===== src/rtl/bk_add_arbiter.sv =====
`default_nettype none
// ============================================================================
//  Module      : bk_add_arbiter
//  Description : Round-robin front end for a shared 12-bit Brent-Kung adder.
//                NREQ requesters present A/B operands with valid/ready. One
//                of them is granted per cycle. Its sum and requester index
//                are captured in a single result register, which is drained
//                through a valid/ready response port.
//
//  Ports       : clk        rising-edge clock
//                rst_n      asynchronous active-low reset
//                req_valid  [NREQ]     per-requester operation valid
//                req_ready  [NREQ]     per-requester accept (one-hot or zero)
//                req_a      [12*NREQ]  operand A, requester i at [12i+11:12i]
//                req_b      [12*NREQ]  operand B, same packing
//                rsp_valid  result register holds a valid result
//                rsp_ready  consumer accepts the result
//                rsp_sum    [13]  {carry, sum[11:0]}
//                rsp_id     [IDW] index of the issuing requester
//                busy       result pending or any request pending
//
//  Optional    : `define BK_ADD_ARB_STATS_EN adds the following ports:
//                stat_ops   [16] accepted operations (saturating)
//                stat_stall [16] cycles with a result held and rsp_ready low
//                                (saturating)
//                stat_clr        synchronous clear; it wins over increments
//
//  Revision    : 1.0  initial release
// ============================================================================
module bk_add_arbiter #(
    parameter int NREQ = 4,   // 2..8
    parameter int IDW  = 2    // 2**IDW must be >= NREQ
) (
    input  logic                 clk,
    input  logic                 rst_n,
    input  logic [NREQ-1:0]      req_valid,
    output logic [NREQ-1:0]      req_ready,
    input  logic [12*NREQ-1:0]   req_a,
    input  logic [12*NREQ-1:0]   req_b,
    output logic                 rsp_valid,
    input  logic                 rsp_ready,
    output logic [12:0]          rsp_sum,
    output logic [IDW-1:0]       rsp_id,
    output logic                 busy
`ifdef BK_ADD_ARB_STATS_EN
    ,
    output logic [15:0]          stat_ops,
    output logic [15:0]          stat_stall,
    input  logic                 stat_clr
`endif
);

    localparam int c_W = 12;

    // ------------------------------------------------------------------
    // Brent-Kung adder core. The 12 bit positions are padded to 16 so
    // the up-sweep / down-sweep strides are plain powers of two. The
    // padded positions carry g = p = 0 and never reach the outputs.
    // Input 2k is A[k], input 2k+1 is B[k]. Output k is sum[k] and
    // output 12 is the carry-out.
    // ------------------------------------------------------------------
    function automatic logic [c_W:0] bk_core(input logic [2*c_W-1:0] ilv);
        logic [15:0]  g;
        logic [15:0]  p;
        logic [15:0]  p_bit;
        logic [c_W:0] res;
        g     = '0;
        p     = '0;
        res   = '0;
        for (int k = 0; k < c_W; k++) begin
            g[k] = ilv[2*k] & ilv[2*k+1];
            p[k] = ilv[2*k] ^ ilv[2*k+1];
        end
        p_bit = p;
        // Up-sweep: after this, the group (g,p) at indices 2^n-1 covers [0..i].
        for (int d = 1; d < 16; d = d * 2) begin
            for (int i = 2*d - 1; i < 16; i = i + 2*d) begin
                g[i] = g[i] | (p[i] & g[i-d]);
                p[i] = p[i] & p[i-d];
            end
        end
        // Down-sweep: fill in the remaining prefixes from the spine.
        for (int d = 4; d >= 1; d = d / 2) begin
            for (int i = 3*d - 1; i < 16; i = i + 2*d) begin
                g[i] = g[i] | (p[i] & g[i-d]);
                p[i] = p[i] & p[i-d];
            end
        end
        res[0] = p_bit[0];
        for (int k = 1; k < c_W; k++) begin
            res[k] = p_bit[k] ^ g[k-1];
        end
        res[c_W] = g[c_W-1];
        return res;
    endfunction

    // ------------------------------------------------------------------
    // Output stage state
    // ------------------------------------------------------------------
    typedef enum logic [0:0] {
        ST_EMPTY = 1'b0,
        ST_FULL  = 1'b1
    } state_t;

    state_t           r_state;
    state_t           w_state_nxt;
    logic [IDW-1:0]   r_ptr;
    logic [12:0]      r_sum;
    logic [IDW-1:0]   r_id;

    logic [IDW-1:0]   w_gnt;
    logic             w_gnt_found;
    logic             w_can_accept;
    logic             w_accept;
    logic [IDW-1:0]   w_ptr_nxt;
    logic [c_W-1:0]   w_op_a;
    logic [c_W-1:0]   w_op_b;
    logic [2*c_W-1:0] w_core_in;
    logic [c_W:0]     w_core_out;

    // ------------------------------------------------------------------
    // Round-robin search starting at r_ptr, wrapping modulo NREQ.
    // ------------------------------------------------------------------
    always_comb begin
        int w_idx;
        w_idx       = 0;
        w_gnt       = '0;
        w_gnt_found = 1'b0;
        for (int j = 0; j < NREQ; j++) begin
            w_idx = int'(r_ptr) + j;
            if (w_idx >= NREQ) begin
                w_idx = w_idx - NREQ;
            end
            if (!w_gnt_found && req_valid[w_idx]) begin
                w_gnt_found = 1'b1;
                w_gnt       = IDW'(w_idx);
            end
        end
    end

    // The result register can take a new value when it is empty or is
    // being drained in this same cycle. Gating with rst_n keeps every
    // ready low while reset is asserted.
    assign w_can_accept = (r_state == ST_EMPTY) | rsp_ready;
    assign w_accept     = rst_n & w_can_accept & w_gnt_found;
    assign w_ptr_nxt    = (w_gnt == IDW'(NREQ-1)) ? '0 : (w_gnt + 1'b1);

    always_comb begin
        req_ready = '0;
        for (int i = 0; i < NREQ; i++) begin
            req_ready[i] = w_accept & (w_gnt == IDW'(i));
        end
    end

    // Operand mux feeding the shared core
    always_comb begin
        w_op_a = '0;
        w_op_b = '0;
        for (int i = 0; i < NREQ; i++) begin
            if (w_gnt == IDW'(i)) begin
                w_op_a = req_a[c_W*i +: c_W];
                w_op_b = req_b[c_W*i +: c_W];
            end
        end
    end

    generate
        for (genvar k = 0; k < c_W; k++) begin : g_ilv
            assign w_core_in[2*k]   = w_op_a[k];
            assign w_core_in[2*k+1] = w_op_b[k];
        end
    endgenerate

    assign w_core_out = bk_core(w_core_in);

    // ------------------------------------------------------------------
    // Output stage FSM
    // ------------------------------------------------------------------
    always_ff @(posedge clk or negedge rst_n) begin
        if (!rst_n) begin
            r_state <= ST_EMPTY;
        end else begin
            r_state <= w_state_nxt;
        end
    end

    always_comb begin
        w_state_nxt = r_state;
        case (r_state)
            ST_EMPTY: begin
                if (w_accept) begin
                    w_state_nxt = ST_FULL;
                end
            end
            ST_FULL: begin
                // An accept in the same cycle as the drain overwrites
                // the register, so the stage stays FULL.
                if (rsp_ready && !w_accept) begin
                    w_state_nxt = ST_EMPTY;
                end
            end
            default: w_state_nxt = ST_EMPTY;
        endcase
    end

    // Result register and round-robin pointer
    always_ff @(posedge clk or negedge rst_n) begin
        if (!rst_n) begin
            r_sum <= '0;
            r_id  <= '0;
            r_ptr <= '0;
        end else if (w_accept) begin
            r_sum <= w_core_out;
            r_id  <= w_gnt;
            r_ptr <= w_ptr_nxt;
        end
    end

    assign rsp_valid = (r_state == ST_FULL);
    assign rsp_sum   = r_sum;
    assign rsp_id    = r_id;
    assign busy      = rsp_valid | (|req_valid);

`ifdef BK_ADD_ARB_STATS_EN
    // ------------------------------------------------------------------
    // Saturating activity counters
    // ------------------------------------------------------------------
    logic [15:0] r_stat_ops;
    logic [15:0] r_stat_stall;

    always_ff @(posedge clk or negedge rst_n) begin
        if (!rst_n) begin
            r_stat_ops   <= '0;
            r_stat_stall <= '0;
        end else if (stat_clr) begin
            r_stat_ops   <= '0;
            r_stat_stall <= '0;
        end else begin
            if (w_accept && (r_stat_ops != 16'hFFFF)) begin
                r_stat_ops <= r_stat_ops + 16'd1;
            end
            if ((r_state == ST_FULL) && !rsp_ready && (r_stat_stall != 16'hFFFF)) begin
                r_stat_stall <= r_stat_stall + 16'd1;
            end
        end
    end

    assign stat_ops   = r_stat_ops;
    assign stat_stall = r_stat_stall;
`endif

endmodule
`default_nettype wire

===== config.mk =====
export PLATFORM = sky130hd
export DESIGN_NAME = bk_add_arbiter
export DESIGN_NICKNAME = d
export VERILOG_FILES = /design/src/rtl/bk_add_arbiter.sv
export SDC_FILE = /design/constraint.sdc
export NUM_CORES = 1
export LEC_CHECK = 0
export CORE_AREA = 2 2 71 86
export CTS_CLUSTER_SIZE = 40
export DETAILED_ROUTE_END_ITERATION = 12
export DIE_AREA = 0 0 73 88
export PLACE_DENSITY_LB_ADDON = 0.1
export SLEW_MARGIN = 10
export SYNTH_ARGS = -nofsm -noshare
export SYNTH_HDL_FRONTEND = slang
export SYNTH_SLANG_ARGS = --single-unit
export TNS_END_PERCENT = 30

===== constraint.sdc =====
create_clock -name clk -period 4.8 [get_ports clk]
set_input_delay 0.72 -clock clk [delete_from_list [all_inputs] [get_ports clk]]
set_output_delay 0.72 -clock clk [all_outputs]
set_load 0.05 [all_outputs]

Figure 1. Cell sizes after repair.
Scale bar: 20 um.
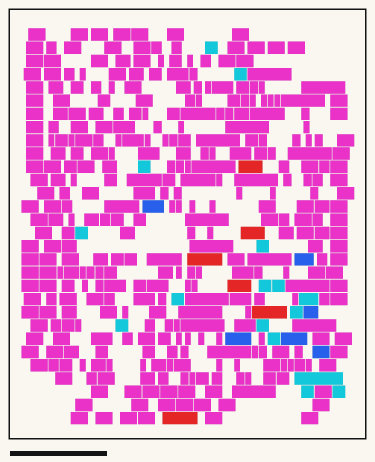
colour	size	cells
cyan	drive 3 to 4	16
blue	drive 2	6
magenta	drive 1 or less	349
red	drive 6 and up	6

Figure 2. Clock nets.
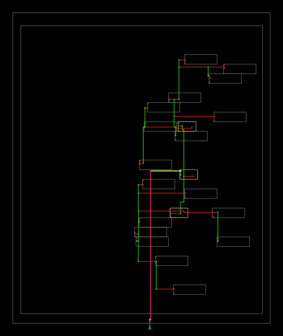
# clk buffers: 3
clk_skew: 0.00152 ns
Flops: 18
Num CTS Buffers: 3
Clk Latency, worst-skew pair: 0.25 ns

Figure 3. Selected gate families.
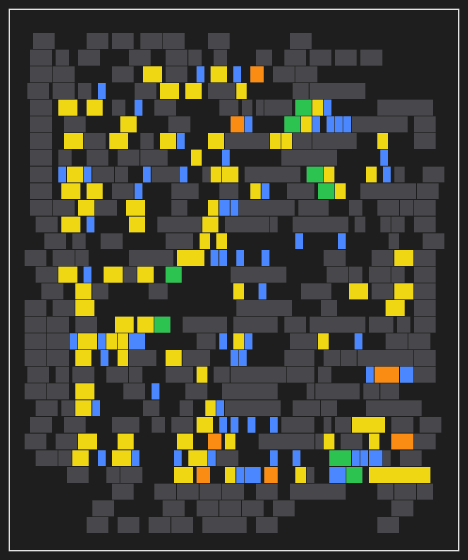
colour	family	cells
yellow	inverting AOI/OAI gates	75
blue	NAND gates	61
green	AND-OR and OR-AND gates	8
orange	AND and OR gates	7

==> sequential cells by signal (all words and copies together), names as in the netlist <==
signal,flops
rsp_id,2
r_ptr,2
rsp_valid,1
rsp_sum,13
==> how the worst max path moves through the flow <==
| stage | slack (ns) | cells past startpoint | end | startpoint |
|---|---|---|---|---|
| floorplan | 0.75 | 18 | rsp_sum[9]$_DFFE_PN0P_ | req_valid[3] |
| global placement | 0.16 | 18 | rsp_sum[10]$_DFFE_PN0P_ | req_valid[3] |
| detailed placement | 0.05 | 20 | rsp_sum[9]$_DFFE_PN0P_ | req_valid[3] |
| CTS | 0.30 | 20 | rsp_sum[9]$_DFFE_PN0P_ | req_valid[3] |
| global route | 0.03 | 20 | rsp_sum[9]$_DFFE_PN0P_ | req_valid[3] |
| finish | 0.38 | 20 | rsp_sum[9]$_DFFE_PN0P_ | req_valid[3] |
==> area by class of cell <==
| cell class | count | area (sq um) | share of cell area [%] |
|---|---|---|---|
| clock buffers | 3 | 41.3 | 1.19 |
| multi-input cells | 213 | 1490 | 43.1 |
| inverters | 5 | 18.8 | 0.543 |
| well taps | 64 | 80.1 | 2.32 |
| repair buffers | 138 | 1380 | 39.8 |
| flip-flops and latches | 18 | 450 | 13.0 |
==> worst register-to-register path, delay by kind of cell (launching register included) <==
kind,cells,cell delay [ns]
compound gates,7,1.19
flops,1,0.44
buf+inv,2,0.28
simple gates,4,0.44
fa+ha+maj,4,1.24
xor+xnor,1,0.15
==> cells by family (layout without fill, tap and decap cells) <==
family	Yosys count	count (layout)	synth area share [%]
compound gates	83	83	29.8
xor+xnor	5	5	2.14
fa+ha+maj	21	21	15.0
buf+inv	24	146	5.67
flops	18	18	22.0
mux	2	2	1.04
simple gates	102	102	24.4
==> Changelog: implementation <==
### Physical design

- Top pwr grp: combinational logic
- Crit path DAT: about 4.5 ns
- HP Start: rsp_sum[2]$_DFFE_PN0P_
- Final hold vios: 0
- Hold Worst Slack: ~0.48 ns
- Slew headroom: about 65%
- Final worst slack: about 0.38 ns
- Net Sw Frac: about half
- Flop-to-flop setup slack: 0.95 ns
- Mapped Nets: ~380
- Antenna diodes: 0
- Via-to-Cell Ratio: between 5 and 6
- IO Count: around 120
- Met1 wire length: 2730 um
- H-tree depth: 1
- Most numerous logic cell after layout: clkdlybuf4s50_1
- FF-to-FF End: rsp_sum[9]$_DFFE_PN0P_
- First-pass GRT wire length: between 10000 and 15000 um
- Yosys cell count: between 200 and 300
- M1 GR Usage: about a quarter
- RSZ-0062 raised after global routing: false
- Global route total overflow: 0
- Synth Seq Share: 22.0%
- Hold_buf cts: 0
- Clk buf depth: 2
- Yosys top cell by area: dfrtp_1
- Initial antenna violation count: 0
- Synth cell types: 35
- Status: finished, final reports clean
- Logic pwr share: between 70 and 80%
- Capturing element type of the critical path: flip-flop
- Power Internal: 0.851 mW
- Placed cell count: 438
- Warnings from Yosys: 0
- Placed Instance Area: around 3400 sq um
- Largest net degree at the start of global routing: 42
- IO Port Bufs: about 120
- Drt pass-1 iters: 4
- FMAX: roughly 230 MHz
- Synth top area share: between 20% and 30%
- Clock power frac: around 6%
- Lkg Pwr: between 1 and 1.5 nW
- Tmin final: approximately 4.4 ns
- Ys flops: 18
- Synth-to-Final Area Change: 68.6%
- Crit-path max FO: 10
- Fillers: approximately 520
- Initial core utilization: between 30 and 40%
- Post-Syn Instances: ~260
- CP Cell Sequence: clkdlybuf4s50_1, buf_4, mux2i_1, nand2_1, o211a_1, inv_1, ha_1, nor2b_1, buf_4, a221oi_1, o31ai_1, ha_1, fa_1, a211oi_2, o21ai_0, nand3_1, nand2_1, fa_1, xnor2_1, o21ai_0
- Drt wl/cell: 14.3 um
- P_clk: 0.103 mW
- Switch Pwr: between 0.8 and 0.9 mW
- Final TNS setup: 0 ns
- Buf/Inv on CP: 4
- Crit-path slowest cell: clkdlybuf4s50_1
- Average size of a mapped cell: approximately 8 sq um
- Post-layout util: 61.8%
- CTS resizes: 0
- Most frequent cells in the layout: clkdlybuf4s50_1, nand2_1, nor2b_1, a221oi_1
- Met3 Use GR: between 2 and 2.5%
- EDFF count, synth: 0
- Cell area leaders: dfrtp_1, nand2_1, a221oi_1, ha_1, nor2b_1
- Num rows: 30
- Reg2reg path depth: 18
- Commonest cells post-synth: nand2_1, nor2b_1, a221oi_1
- Post-placement setup slack: 0.0483 ns
- R2R Path Start: r_ptr[1]$_DFFE_PN0P_
- Layout net count: 503
- CP Class: input pin to flip-flop
- Overall Power: approximately 1.7 mW
- Tcrit/Tclk final: 92.0%
- Maximum vdd drop: 0.206 mV
- Wire length on met2: 3120 um
- Die Span Y: approximately 88 um
- Comb pwr: around 1.3 mW
- # DRC: 0
Power figures rest on the tool's default switching activity, not on a simulated workload.
